Figure 1. Pin map.
Bar = 20 microns. Pins as bars across the die edge, other pins in gray.
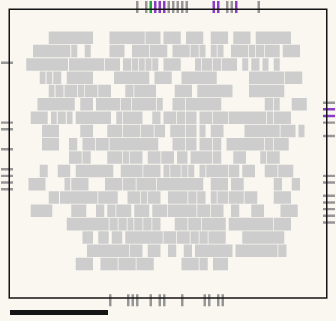
Figure 2. Gate families picked out.
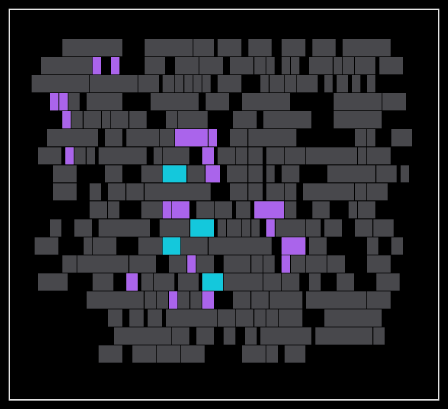
Figure 3. Clock nets.
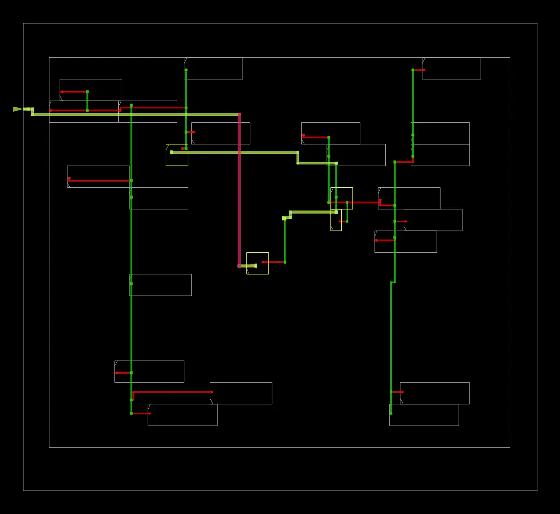
Figure 4. Signal metal coverage by tile.
The die is cut into 13 by 12 equal tiles; white is low, dark blue is high, scaled to the fullest tile. Values are wire area over tile area, all layers added.
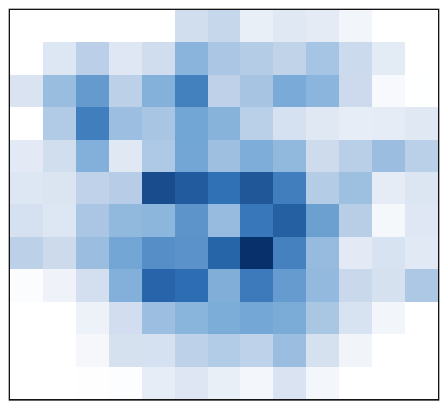
<file path="src/rtl/fetch_unit.sv">
`default_nettype none
// ============================================================================
// Module      : fetch_unit
// Description : Instruction-fetch stage. Owns the PC, drives the IRAM address
//               and waits out the IRAM's synchronous read latency. It then
//               captures the returned byte in the instruction register and
//               pulses ins_valid for one cycle. PC requests from the control
//               unit are honoured only while idle, so the IRAM address stays
//               stable while a read is in flight. A request that arrives
//               while busy is discarded and flagged on pc_op_drop.
// Ports       : clk, rst              - clock, synchronous active-high reset
//               fetch_req             - start a fetch (ignored while busy)
//               pc_wen/pc_inc/pc_rst  - PC load / increment / reset requests
//               pc_din [ADDR_W]       - PC load value
//               mem_q  [DATA_W]       - IRAM read data
//               mem_addr [ADDR_W]     - IRAM address (same as pc)
//               pc [ADDR_W]           - current PC
//               ins [DATA_W]          - last fetched instruction
//               ins_valid             - ins was updated on the previous edge
//               busy                  - fetch in flight
//               pc_op_drop            - PC request discarded on the previous edge
// Revision    : 1.0 - initial release
// ============================================================================
module fetch_unit #(
    parameter int ADDR_W   = 8,
    parameter int DATA_W   = 8,
    parameter int MEM_LAT  = 1,
    parameter int RESET_PC = 0,
    parameter int AUTO_INC = 1
) (
    input  logic              clk,
    input  logic              rst,
    input  logic              fetch_req,
    input  logic              pc_wen,
    input  logic              pc_inc,
    input  logic              pc_rst,
    input  logic [ADDR_W-1:0] pc_din,
    input  logic [DATA_W-1:0] mem_q,
    output logic [ADDR_W-1:0] mem_addr,
    output logic [ADDR_W-1:0] pc,
    output logic [DATA_W-1:0] ins,
    output logic              ins_valid,
    output logic              busy,
    output logic              pc_op_drop
);

    typedef enum logic [0:0] {
        IDLE = 1'b0,
        WAIT = 1'b1
    } state_t;

    // MEM_LAT is limited to 1..3, so a 2-bit wait counter is always enough.
    localparam logic [1:0]        c_lat      = 2'(MEM_LAT);
    localparam logic [ADDR_W-1:0] c_reset_pc = ADDR_W'(RESET_PC);
    localparam logic [ADDR_W-1:0] c_one      = ADDR_W'(1);

    state_t            state_q, state_d;
    logic [1:0]        cnt_q, cnt_d;
    logic [ADDR_W-1:0] pc_q, pc_d;
    logic [DATA_W-1:0] ins_q, ins_d;
    logic              ins_valid_q, ins_valid_d;
    logic              drop_q, drop_d;
    logic              w_pc_req;

    assign w_pc_req = pc_rst | pc_wen | pc_inc;

    always_comb begin
        state_d     = state_q;
        cnt_d       = cnt_q;
        pc_d        = pc_q;
        ins_d       = ins_q;
        ins_valid_d = 1'b0;
        drop_d      = 1'b0;

        case (state_q)
            IDLE: begin
                // The PC update lands on the same edge that starts a fetch,
                // so a jump-and-fetch reads from the new address.
                if (pc_rst) begin
                    pc_d = c_reset_pc;
                end else if (pc_wen) begin
                    pc_d = pc_din;
                end else if (pc_inc) begin
                    pc_d = pc_q + c_one;
                end
                if (fetch_req) begin
                    state_d = WAIT;
                    cnt_d   = 2'd0;
                end
            end
            WAIT: begin
                // PC must not move under an in-flight read; report the loss.
                drop_d = w_pc_req;
                if (cnt_q == c_lat) begin
                    state_d     = IDLE;
                    ins_d       = mem_q;
                    ins_valid_d = 1'b1;
                    if (AUTO_INC != 0) begin
                        pc_d = pc_q + c_one;
                    end
                end else begin
                    cnt_d = cnt_q + 2'd1;
                end
            end
            default: begin
                state_d = IDLE;
            end
        endcase
    end

    always_ff @(posedge clk) begin
        if (rst) begin
            state_q     <= IDLE;
            cnt_q       <= 2'd0;
            pc_q        <= c_reset_pc;
            ins_q       <= '0;
            ins_valid_q <= 1'b0;
            drop_q      <= 1'b0;
        end else begin
            state_q     <= state_d;
            cnt_q       <= cnt_d;
            pc_q        <= pc_d;
            ins_q       <= ins_d;
            ins_valid_q <= ins_valid_d;
            drop_q      <= drop_d;
        end
    end

    assign mem_addr   = pc_q;
    assign pc         = pc_q;
    assign ins        = ins_q;
    assign ins_valid  = ins_valid_q;
    assign busy       = (state_q == WAIT);
    assign pc_op_drop = drop_q;

endmodule
`default_nettype wire
</file>
<file path="config.mk">
export PLATFORM = sky130hd
export DESIGN_NAME = fetch_unit
export DESIGN_NICKNAME = d
export VERILOG_FILES = /design/src/rtl/fetch_unit.sv
export SDC_FILE = /design/constraint.sdc
export NUM_CORES = 1
export LEC_CHECK = 0
export CAP_MARGIN = 20
export CORE_ASPECT_RATIO = 0.9
export CORE_MARGIN = 3
export CORE_UTILIZATION = 38
export CTS_CLUSTER_SIZE = 8
export DETAILED_ROUTE_END_ITERATION = 10
export MAX_ROUTING_LAYER = met4
export PLACE_DENSITY = 0.72
export RECOVER_POWER = 50
export SLEW_MARGIN = 20
export SYNTH_ARGS = -nofsm -noshare
export SYNTH_HDL_FRONTEND = slang
export SYNTH_SLANG_ARGS = --single-unit
</file>
<file path="constraint.sdc">
create_clock -name clk -period 1.21 [get_ports clk]
set_input_delay 0.242 -clock clk [delete_from_list [all_inputs] [get_ports clk]]
set_output_delay 0.242 -clock clk [all_outputs]
set_load 0.01 [all_outputs]
</file>
==> summary.json <==
{
  "run_status": {"value": "finished with violations"},
  "cp_max_stage_delay": {"value": 0.34, "unit": "ns"},
  "violated_checks": {"value": "setup timing"},
  "post-place-ws": {"value": -0.571, "unit": "ns"},
  "ctsHoldBuffers": {"value": 0},
  "critical_path.reg2reg.startpoint": {"value": "cnt_q[1]"},
  "postRouteAntennaNets": {"value": 0},
  "num-nets-final": {"value": 241},
  "num-clock-buffers": {"value": 4},
  "setup_viol": {"value": 7},
  "setup_slack": {"value": -0.210, "unit": "ns"},
  "p_comb_share": {"value": 34.3, "unit": "%"},
  "rows": {"value": 18},
  "enable_flop_cells": {"value": 0},
  "critical_path_arrival": {"value": 1.66, "unit": "ns"},
  "common_cells": {"value": "dfxtp_1, a21oi_1, nand2_1"},
  "yosys-stat-cells": {"value": 144},
  "sequential_cell_area": {"value": 447, "unit": "sq um"},
  "critPathRequiredTime": {"value": 1.45, "unit": "ns"},
  "transition_time_of_the_tightest_slew_check_pin": {"value": 0.308, "unit": "ns"},
  "relSlewSlack": {"value": 79.2, "unit": "%"}
}
-- Figure 1 (at the start) --
green -> `pc_op_drop`  # pins 1, direction output, edge top
purple -> `mem_q`  # pins 8, direction input, edge 6 top, 2 right

-- Figure 2 (at the start) --
cyan -> AND-OR and OR-AND gates  # cells 4, where center
purple -> NOR gates  # cells 20

-- Figure 3 (at the start) --
P_clk: 335 uW
number of buffers inserted during clock tree synthesis: 3
sink count of the clock tree: 21

-- Figure 4 (at the start) --
nearly empty tiles = 17%
tiles over half the peak = 16%
densest ninth of the die = center

cell usage in the layout (no fill, tap or decap), types with 6 or more instances in the layout:
cell and n:
dfxtp_1 10, dlygate4sd2_1 9, clkdlybuf4s15_1 10, nand2_1 19
nor2_1 12, buf_4 31, a21oi_1 15, clkbuf_2 9
clkdlybuf4s50_1 18, dfxtp_2 6
cell families (layout without fill, tap and decap cells):
kind of cell,after synthesis,after routing
simple gates,59,59
compound gates,42,42
flops,21,21
buf+inv,19,91
fa+ha+maj,2,2
mux,1,1
worst reg2reg max path, cell delays in order, from the launching register on:
cell and delay, ns:
dfxtp_2 0.34, inv_2 0.07, ha_4 0.14, nand2b_4 0.14, o41ai_4 0.08, buf_6 0.15
or3_1 0.32, a21oi_2 0.12
Power figures rest on the tool's default switching activity, not on a simulated workload.
